==> config.mk <==
export PLATFORM = sky130hd
export DESIGN_NAME = dmem_unloader
export DESIGN_NICKNAME = d
export VERILOG_FILES = /design/src/rtl/dmem_unloader.sv
export SDC_FILE = /design/constraint.sdc
export NUM_CORES = 1
export LEC_CHECK = 0
export CAP_MARGIN = 20
export CORE_AREA = 5 5 97 99
export DETAILED_ROUTE_END_ITERATION = 10
export DIE_AREA = 0 0 102 104
export GPL_TIMING_DRIVEN = 0
export PLACE_DENSITY = 0.86
export SYNTH_ARGS = -nofsm -noshare
export SYNTH_HDL_FRONTEND = slang
export SYNTH_SLANG_ARGS = --single-unit
==> constraint.sdc <==
create_clock -name clk -period 2.15 [get_ports clk]
set_input_delay 0.215 -clock clk [delete_from_list [all_inputs] [get_ports clk]]
set_output_delay 0.215 -clock clk [all_outputs]
set_load 0.02 [all_outputs]
==> src/rtl/dmem_unloader.sv <==
// ---------------------------------------------------------------------------
// dmem_unloader
//
// Streams the contents of a data memory out on a valid/ready interface. The
// memory layout is the one the loader produces:
//   - word 0 holds the payload count N;
//   - words 1..N hold the payload.
// The payload is streamed in ascending address order, one beat every two
// cycles when the sink is always ready.
//
// N is taken from word0[7:0]. If any bit of word0[63:8] is set, N clamps to 255.
//
// Optional feature (macro DMEM_UNLOAD_CHECKSUM_EN):
//   When the macro is defined, the block XORs every accepted payload word into
//   a running checksum. After the last payload beat it sends one extra beat
//   carrying that checksum, and out_last goes with that beat only. An empty
//   memory (N=0) then yields a single checksum beat of 0.
//   When the macro is undefined, no checksum logic exists, out_last goes with
//   payload word N, and N=0 yields no beats at all.
//
// Ports:
//   clk          in   1  single clock, rising edge
//   reset_n      in   1  synchronous active-low reset
//   start        in   1  begin one unload pass (sampled only in IDLE)
//   d_mem_addra  out  8  registered read address to the data memory
//   d_mem_dout   in  64  read data, one cycle after the address
//   out_data     out 64  streamed word, stable while waiting for out_ready
//   out_valid    out  1  out_data is valid
//   out_ready    in   1  sink accepts the current beat
//   out_last     out  1  final beat of the pass
//   busy         out  1  a pass is in progress
//   done         out  1  one-cycle pulse at the end of a pass
// ---------------------------------------------------------------------------
module dmem_unloader (
  input  logic        clk,
  input  logic        reset_n,
  input  logic        start,
  output logic [7:0]  d_mem_addra,
  input  logic [63:0] d_mem_dout,
  output logic [63:0] out_data,
  output logic        out_valid,
  input  logic        out_ready,
  output logic        out_last,
  output logic        busy,
  output logic        done
);

  typedef enum logic [2:0] {
    IDLE,
    ADDR0,
    CNT,
    RD,
    OUT,
    DONE
  } state_t;

  state_t      state;
  state_t      state_next;

  logic [7:0]  count;       // payload length N of the current pass
  logic [7:0]  count_in;    // N decoded from word 0, clamped
  logic        word_last;   // the held beat is payload word N
  logic        handshake;   // a beat transfers this cycle

`ifdef DMEM_UNLOAD_CHECKSUM_EN
  logic [63:0] checksum;    // XOR of payload words accepted so far
  logic        csum_beat;   // the held beat is the trailing checksum
`endif

  assign handshake = (state == OUT) && out_ready;

  // A nonzero upper part of word 0 means the count cannot fit in 8 bits.
  assign count_in = (|d_mem_dout[63:8]) ? 8'hFF : d_mem_dout[7:0];

  // State register.
  always_ff @(posedge clk) begin
    if (!reset_n) begin
      state <= IDLE;
    end else begin
      state <= state_next;
    end
  end

  // Next-state logic.
  always_comb begin
    state_next = state;
    case (state)
      IDLE: begin
        if (start) begin
          state_next = ADDR0;
        end
      end
      ADDR0: begin
        state_next = CNT;
      end
      CNT: begin
        if (count_in == 8'd0) begin
`ifdef DMEM_UNLOAD_CHECKSUM_EN
          state_next = OUT;
`else
          state_next = DONE;
`endif
        end else begin
          state_next = RD;
        end
      end
      RD: begin
        state_next = OUT;
      end
      OUT: begin
        if (out_ready) begin
`ifdef DMEM_UNLOAD_CHECKSUM_EN
          // The beat after the final payload word is the checksum, which
          // is already known, so stay in OUT instead of reading memory.
          if (csum_beat) begin
            state_next = DONE;
          end else if (word_last) begin
            state_next = OUT;
          end else begin
            state_next = RD;
          end
`else
          if (word_last) begin
            state_next = DONE;
          end else begin
            state_next = RD;
          end
`endif
        end
      end
      DONE: begin
        state_next = IDLE;
      end
      default: begin
        state_next = IDLE;
      end
    endcase
  end

  // Output decode. out_last is qualified with out_valid so a stale flag
  // from the previous pass never shows outside a beat.
  always_comb begin
    out_valid = (state == OUT);
    busy      = (state != IDLE);
    done      = (state == DONE);
`ifdef DMEM_UNLOAD_CHECKSUM_EN
    out_last  = out_valid && csum_beat;
`else
    out_last  = out_valid && word_last;
`endif
  end

  // Datapath.
  // The memory has one cycle of read latency, so the address always runs
  // one step ahead of the state that consumes the data. Address 0 is driven
  // in ADDR0 and address 1 in CNT. This lets RD see word 1. During OUT the
  // address already points at the next word, so the following RD captures
  // it directly. The address only advances while it is below N, so the
  // address stops at N. For N=0 it is pulled back to 0 as soon as the count
  // is known.
  always_ff @(posedge clk) begin
    if (!reset_n) begin
      d_mem_addra <= 8'd0;
      out_data    <= 64'd0;
      count       <= 8'd0;
      word_last   <= 1'b0;
`ifdef DMEM_UNLOAD_CHECKSUM_EN
      checksum    <= 64'd0;
      csum_beat   <= 1'b0;
`endif
    end else begin
      case (state)
        IDLE: begin
          if (start) begin
            d_mem_addra <= 8'd0;
            word_last   <= 1'b0;
`ifdef DMEM_UNLOAD_CHECKSUM_EN
            checksum    <= 64'd0;
            csum_beat   <= 1'b0;
`endif
          end
        end
        ADDR0: begin
          d_mem_addra <= 8'd1;
        end
        CNT: begin
          count <= count_in;
          if (count_in == 8'd0) begin
            d_mem_addra <= 8'd0;
`ifdef DMEM_UNLOAD_CHECKSUM_EN
            out_data    <= 64'd0;
            csum_beat   <= 1'b1;
`endif
          end
        end
        RD: begin
          // The word arriving now is the one at the current address.
          out_data  <= d_mem_dout;
          word_last <= (d_mem_addra == count);
          if (d_mem_addra != count) begin
            d_mem_addra <= d_mem_addra + 8'd1;
          end
        end
        OUT: begin
`ifdef DMEM_UNLOAD_CHECKSUM_EN
          if (handshake && !csum_beat) begin
            checksum <= checksum ^ out_data;
            if (word_last) begin
              out_data  <= checksum ^ out_data;
              csum_beat <= 1'b1;
            end
          end
`endif
        end
        default: begin
        end
      endcase
    end
  end

endmodule

run_1/port_nets.png
(3 px per um)
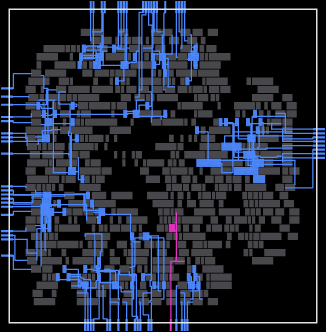
[blue] `d_mem_dout` | bits: 64 | direction: input | edge: 20 left, 19 top, 17 bottom, 8 right | end cells: 88 | buffers: 64 | wire: 2070 um
[magenta] `out_valid` | bits: 1 | direction: output | edge: bottom | end cells: 1 | buffers: 1 | wire: 41.8 um

run_1/final_placement.png
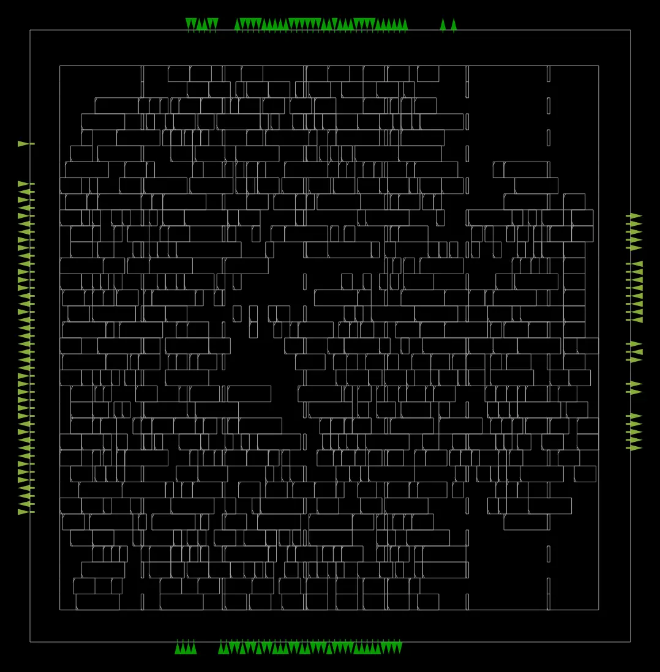
Core Util, Final: 0.609
fin cells: 694
sequential fraction of total cell area: 0.327
number of core rows: 34

run_1/cell_classes.png
(4 px per um)
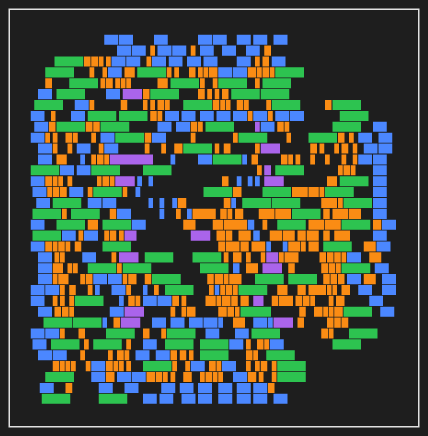
[orange] all other logic | cells: 316
[purple] clock drivers and dummy loads | cells: 16
[green] flops | cells: 84
[blue] other buffers and delay cells | cells: 170

run_1/density.png
(4 px per um) The die is cut into 10 by 10 equal tiles; dark blue is low, red is high, 0 to 100% covered.
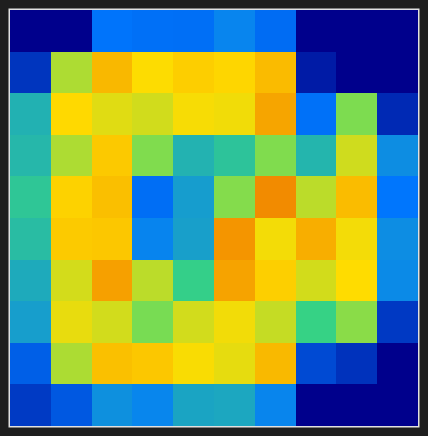
fullest tile: 84%
mean over tiles: 47%
tiles over 75% full: 22%

==> run notes, run 1 <==
Purpose: to document the outcome of synthesis and place and route.

STA
Max-slew check failures listed in the final report amount to 0. The worst path in the final design needs a cycle of 2.06 ns, including I/O delays and setup. Setup violations remaining at the end of the flow were counted as 0. The critical path in the final layout is reported with a setup slack of 0.0923 ns.

Route
In the routed design, unresolved DRC markers number 0.

Synthesis
The post-synthesis area per instance is 7.91 um2. The portion of synthesized cell area occupied by the leading cell type is 0.497. By count the netlist is led by sky130_fd_sc_hd__nand2_1, sky130_fd_sc_hd__dfxtp_1, sky130_fd_sc_hd__a21oi_1.

Worst setup path
The source of the worst register-to-register timing path is state[1]. The worst setup path is launched from an input port. In this run the register-to-register setup slack is 0.32 ns. In this run the worst path has a maximum fanout of 8.

CTS
The latest clock arrival within the worst-skew pair is 0.35 ns. The buffer type at the clock tree root is sky130_fd_sc_hd__clkbuf_8. TritonCTS built the clock tree.

Power and ir drop
The share of power burned in registers is 0.507. Per report_power, the top consumer among the power groups is registers. The combinational power reported by the tool is 448 uW. For this design the ratio of total power to cell area is 626 nW/um2.

GRT
The number of antenna violations at the first check in global routing is 0. The via count of the first global-routing pass came to 3624. Global routing finished with a remaining overflow of 0. The total global-route track usage is 0.207.

Final layout
Per the final layout report, the fraction of cells sized above drive strength 1 comes to 0.0512. The finished cells cover 5150 um2. The most common cell after layout, fill and taps aside is sky130_fd_sc_hd__clkdlybuf4s50_1. Leaving out fill and tap cells, the most frequent cells in the layout are sky130_fd_sc_hd__clkdlybuf4s50_1, sky130_fd_sc_hd__nand2_1, sky130_fd_sc_hd__dfxtp_1.

Run status
The flow ran to the end, and the final reports show no timing, DRC or antenna violations.

Floorplanning
The floorplan step defined a die boundary enclosing 10600 um2. Per the OpenROAD floorplan log, the area of the core is 8470 um2.

Min path
The worst hold-check path type is input port to flop.

Placed design
The instance area after placement is 4950 um2.
run 1: registers in the layout, summed over array words and instances (netlist names):
register	flops
count	8
state	3
word_last	1
out_data	64
d_mem_addra	8
run 1: layout make-up:
cell class,instances,area [um2],share of cell area
Timing Repair Buffer,143,1430,0.278
Buffer,27,105,0.0204
Multi-Input combinational cell,307,1560,0.303
Clock inverter,5,60.1,0.0117
Sequential cell,84,1680,0.327
Inverter,9,33.8,0.00656
Clock buffer,11,141,0.0274
Tap cell,108,135,0.0262
run 1: cell families (layout without fill, tap and decap cells):
logic type      count (synthesis)  in the layout  synth area share
compound gates                102            102             0.176
xor+xnor                        8              8            0.0207
fa+ha+maj                       1              1           0.00370
buf+inv                        37            195            0.0414
flops                          84             84             0.497
mux                             3              3           0.00887
simple gates                  193            193             0.252
run 1: routing by layer:
metal  up-vias  routed length [um]  GRT usage
met5         -                   0          0
met4         0                 219     0.0703
met3        16                 737     0.0604
met2        96                5490      0.356
met1      1708                4360      0.244
li1       1764                   -          -
run 1: worst min-delay path by stage:
stage	start	endpoint	slack (ns)	cells after the start
finish	d_mem_dout[52]	out_data[52]	0.43	3
global route	d_mem_dout[21]	out_data[21]	0.42	3
CTS	d_mem_dout[52]	out_data[52]	0.42	3
detailed placement	out_data[31]	out_data[31]	0.45	2
global placement	out_data[11]	out_data[11]	0.44	2
floorplan	d_mem_dout[0]	out_data[0]	0.35	2
run 1: worst max-delay path: stages:
cell	delay [ns]
sky130_fd_sc_hd__clkdlybuf4s50_1	0.49
sky130_fd_sc_hd__or4_1	0.54
sky130_fd_sc_hd__nor2_1	0.21
sky130_fd_sc_hd__and4_1	0.28
sky130_fd_sc_hd__nand2_2	0.08
sky130_fd_sc_hd__a21oi_4	0.30
sky130_fd_sc_hd__mux2i_1	0.22
## Run 2: what changed since run 1
Settings changed: CORE_AREA 5 5 97 99 to 5 5 108 90, DIE_AREA 0 0 102 104 to 0 0 113 95, PLACE_DENSITY 0.86 to 0.85.
run_2/met1.png
(4 px per um) Supply wires on this layer in gray. Cells faint in the background.
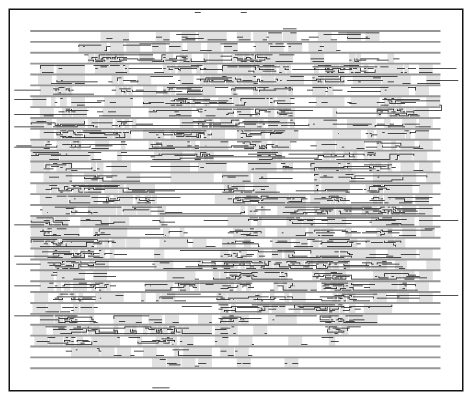
longest straight run: 29.4 um
share of all routed wire: 40%
wire length on this layer: 4400 um
nets with wire on the layer: 589
main direction: horizontal

run_2/density.png
(3 px per um) The die is cut into 11 by 10 equal tiles; dark blue is low, red is high, 0 to 100% covered.
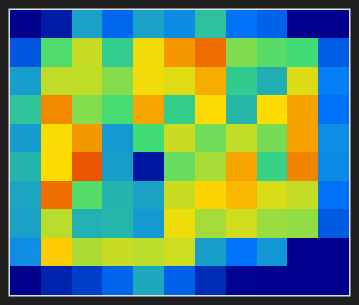
nearly empty tiles: 9.1%
tiles over 75% full: 14%
mean over tiles: 47%
emptiest ninth of the die: bottom right
fullest tile: 90%

==> run 2 against run 1 <==
Worst hold slack gained 0.020 ns. Sequential share of layout area about the same. Utilization shrank 1.3 points. Register-to-register slack worse by 0.04 ns. Highest routed layer unchanged. Power shrank 1.4%. First-iteration DRC count up 40%. Largest cell class unchanged.
==> run notes, run 2 <==
Purpose: to document the outcome of synthesis and place and route.

GRT
The global routing's busiest layer is met2. Global routing finished with a remaining overflow of 0. The fraction of met2 tracks used by global routing is 0.343. The routing usage on met3 is 0.0775.

The via count of the first global-routing pass is 3573. The met1 capacity usage during global routing is 0.233. Overall routing resource usage recorded by global route was 0.199.

Worst setup path
The timing report notes that buffer and inverter cells on the critical path total 1. The worst-case register-to-register setup slack is 0.28 ns. The timing report attributes the biggest portion of critical-path delay to simple AND/OR/NAND/NOR gates. The top fanout value on the critical path is 8.

The cell sequence reported for the critical path is clkdlybuf4s50_1, or4_1, nor2_1, and4_1, nand2_2, a21oi_4, mux2i_1. Among all stages on the critical path, the largest delay is contributed by sky130_fd_sc_hd__or4_1. The timing report gives the biggest stage delay along the critical path as 0.55 ns.

The worst setup path is launched from an input port. The source of the worst register-to-register timing path is state[1].

Placed design
The placement stage leaves a total instance area of 4960 um2.

Final layout
The layout summary lists the proportion of cells stronger than drive strength 1 as 0.0496. In the final layout, the registers with the most flip-flops are out_data: 64 flops, count: 8 flops, d_mem_addra: 8 flops. The number of non-filler instances in the completed layout is 700.

For the completed layout, the total cell area is recorded as 5150 um2. The most common cell after layout, fill and taps aside is sky130_fd_sc_hd__clkdlybuf4s50_1.

Min path
The end point of the most critical hold path is out_data[47]. For the worst min-delay path, the startpoint reported by OpenROAD is d_mem_dout[47]. Hold analysis shows the worst path with a depth of 3.

The type recorded for the worst min-delay path is input port to flop.

Run status
The flow ran to the end, and the final reports show no timing, DRC or antenna violations.

Synthesis
Counting instances in the post-synthesis netlist gives the leading cell types as sky130_fd_sc_hd__nand2_1, sky130_fd_sc_hd__dfxtp_1, sky130_fd_sc_hd__a21oi_1. In this run, the synthesized area fraction spent on xor and xnor cells is recorded as 0.0207. Of the post-synthesis cell area, the dominant cell type holds 0.497. The cell-mix breakdown from Yosys lists the adder-cell area share as 0.00370.

A synthesized cell averages 7.91 um2. The combinational family with the most area after synthesis is simple AND/OR/NAND/NOR gates. The cell-mix breakdown from Yosys lists the compound-gate area share as 0.176.

STA
The max-slew violation count is 0. Once routing completed, OpenROAD measured the worst setup slack at 0.0735 ns. The number of setup violations in the final report is 0.

CTS
The TritonCTS clock tree is built.

Route
After detailed routing, the number of remaining DRC violations is 0.

Power and ir drop
The report lists the power per cell area as 617 nW/um2.
run_2/cell_classes.png
(3 px per um)
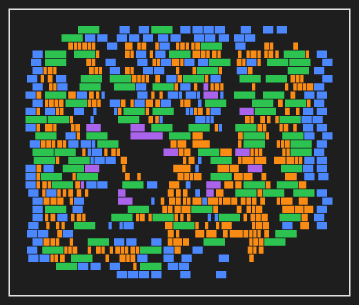
[orange] all other logic | cells: 316
[purple] clock drivers and dummy loads | cells: 15
[green] flops | cells: 84
[blue] other buffers and delay cells | cells: 170

## run 2: what timing repair did
item | in CTS | in global routing
setup endpoints to repair | 0 | 4
gates resized | 0 | 5
hold endpoints to repair | 0 | 0
## run 2: worst max path at each step
stage / from / endpoint / slack (ns) / cells past startpoint
2_1_floorplan: d_mem_dout[4] / d_mem_addra[0] / 0.51 / 6
4_1_cts: state[0] / done / 0.02 / 4
3_5_place_dp: d_mem_dout[30] / count[6] / -0.28 / 6
5_1_grt: state[0] / done / 0.01 / 3
6_report: d_mem_dout[4] / d_mem_addra[1] / 0.07 / 7
3_3_place_gp: d_mem_dout[30] / count[1] / -0.26 / 6
## run 2: logic make-up after synthesis
logic type | Yosys count
buffers and inverters | 37
adder cells (fa/ha/maj) | 1
AND/OR/NAND/NOR | 193
XOR/XNOR | 8
AND-OR/OR-AND | 102
multiplexers | 3
flip-flops | 84
## run 2: layout make-up
type / count / area (um2)
clock inverters: 4 / 50.0
fillers: 770 / 3490
plain buffers: 27 / 105
well taps: 115 / 144
clock buffers: 11 / 141
repair buffers: 143 / 1430
inverters: 9 / 33.8
multi-input cells: 307 / 1570
flip-flops and latches: 84 / 1680
## run 2: stage by stage
step                total power, mW   util
floorplan                      1.86      -
global placement               2.10  0.573
CTS                            3.21  0.596
global route                   3.32  0.596
detailed placement             2.12  0.573
finish                         3.18  0.596
## run 2: per-layer routing
metal	routed length, um	vias up
li1	-	1765
met1	4400	1712
met2	5380	140
met3	999	12
met4	98	0
met5	0	-
## run 2: power breakdown
part           total [mW]  leakage [nW]  switching (mW)  internal (mW)
clock network        1.10        0.0914           0.534          0.561
registers            1.63         0.679          0.0372           1.60
logic               0.452         0.923           0.219          0.233
total                3.18          1.69           0.791           2.39
## Run 3: what changed since run 2
Settings changed: CTS_CLUSTER_SIZE from default to 10, GPL_TIMING_DRIVEN 0 to default, HOLD_SLACK_MARGIN from default to 0.05.
run_3/cell_classes.png
(3 px per um)
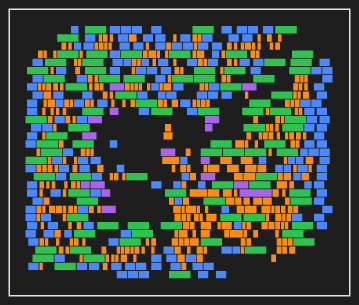
[purple] clock drivers and dummy loads | cells: 16
[green] flops | cells: 84
[blue] other buffers and delay cells | cells: 170
[orange] all other logic | cells: 316

run_3/met1.png
(4 px per um) Supply wires on this layer in gray. Cells faint in the background.
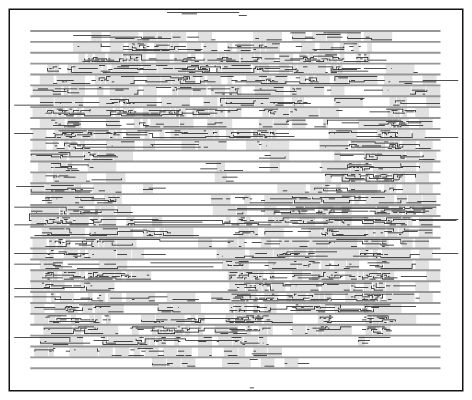
wire length on this layer: 4300 um
share of all routed wire: 41%
longest straight run: 41.4 um

==> run 3 against run 2 <==
Largest power group unchanged. Power grew 2.9%. Via count is 1.5% lower. Flip-flop count unchanged. Design area up 2.2%. Combinational power rose by 3%.
==> run notes, run 3 <==
Purpose: to document the outcome of synthesis and place and route.

Run status
The flow ran to the end, and the final reports show no timing, DRC or antenna violations.

Worst setup path
The gate family responsible for the most delay along the worst path is simple AND/OR/NAND/NOR gates. STA classifies the critical path startpoint as an input port. The cell with the biggest individual delay on the critical path is sky130_fd_sc_hd__or4_1. Listed in order, past its start point the critical path passes clkdlybuf4s50_1, or4_1, nor2_1, and4_1, nand2_2, a21oi_4, mux2i_1.

The setup check on the worst reg-to-reg path leaves a slack of 0.39 ns. The source of the worst register-to-register timing path is d_mem_addra[3]. The worst stage delay on the critical path is 0.52 ns. The worst setup path startpoint is d_mem_dout[4]. The cell count along the critical path is 7.

Synthesis
Of the post-synthesis cell area, the dominant cell type holds 0.497. For reference, the top cells by count after synthesis are sky130_fd_sc_hd__nand2_1, sky130_fd_sc_hd__dfxtp_1, sky130_fd_sc_hd__a21oi_1. The post-synthesis area per instance is 7.91 um2.

Final layout
The number of filler instances in the final layout is 745. The flip-flop count of the largest register after layout is 64. In the final layout, the registers with the most flip-flops are out_data: 64 flops, count: 8 flops, d_mem_addra: 8 flops. Of the cells placed in the final design, the portion with a size suffix greater than 1 is 0.0939.

Among logic cells in the layout, the one with the most instances is sky130_fd_sc_hd__clkdlybuf4s50_1.

Floorplanning
The die area is 10700 um2. After floorplanning, the core was divided into 31 placement rows. The standard cell core area is 8650 um2.

CTS
The count of instances resized after the clock tree is built is 0. The latest clock arrival within the worst-skew pair is 0.34 ns.

GRT
For this run, the total global-route usage over all layers was measured as 0.193. The via count of the first global-routing pass is 3525. The total congestion overflow is 0.

Route
The number of remaining DRC errors is 0.

Power and ir drop
The script computed a power per unit cell area of 621 nW/um2.

Min path
The startpoint identified for the worst hold timing path is d_mem_dout[14].

STA
The final timing report gives a worst setup slack of 0.114 ns. The max-slew violation count is 0. The number of setup violations in the final report is 0.
run_3/port_nets.png
(2 px per um)
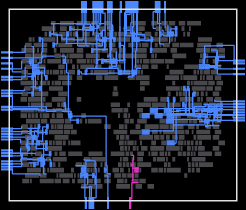
[blue] `d_mem_dout` | bits: 64 | direction: input | edge: 24 top, 23 left, 12 right, 5 bottom | end cells: 88 | buffers: 81 | wire: 2190 um
[magenta] `out_valid` | bits: 1 | direction: output | edge: bottom | end cells: 1 | buffers: 1 | wire: 30.7 um

## run 3: per-layer routing
layer	GRT usage	part of all wire
met1	0.224	0.41
met2	0.328	0.48
met3	0.0743	0.095
met4	0.0641	0.013
met5	0	0
## run 3: how the worst min path moves through the flow
stage | slack [ns] | cells after the start | endpoint
after floorplan | 0.35 | 2 | out_data[0]
after global placement | 0.44 | 2 | out_data[29]
after detailed placement | 0.45 | 2 | out_data[63]
after CTS | 0.42 | 3 | out_data[48]
after global routing | 0.43 | 3 | out_data[25]
final | 0.44 | 3 | out_data[14]
## run 3: metrics by stage
stage	instance area [um2]	hold WS, ns	instances	power [mW]	utilization
2_1_floorplan	3380	0.351	428	1.86	-
4_1_cts	5270	0.417	701	3.30	0.609
6_report	5270	0.435	701	3.27	0.609
5_1_grt	5270	0.434	701	3.39	0.609
3_5_place_dp	5060	0.446	685	2.14	0.585
3_3_place_gp	5060	0.442	685	2.12	0.585
## run 3: report_power, final
group          switching, mW  internal [mW]  leakage (nW)
Clock                  0.591          0.579         0.103
Combinational          0.213          0.251          1.01
Sequential            0.0420           1.60         0.679
## run 3: area by class of cell
type                    count  area (um2)  share of cell area
multi-input cells         307        1560               0.297
flip-flops and latches     84        1680               0.319
inverters                   9        33.8             0.00641
repair buffers            170        1630               0.310
clock buffers              10         138              0.0261
clock inverters             6        72.6              0.0138
well taps                 115         144              0.0273
## run 3: cells by family (layout without fill, tap and decap cells)
logic type | after synthesis | in the layout | synth area share
simple gates | 193 | 193 | 0.252
compound gates | 102 | 102 | 0.176
flops | 84 | 84 | 0.497
buf+inv | 37 | 195 | 0.0414
xor+xnor | 8 | 8 | 0.0207
mux | 3 | 3 | 0.00887
fa+ha+maj | 1 | 1 | 0.00370
Power and IR drop assume default switching activity.
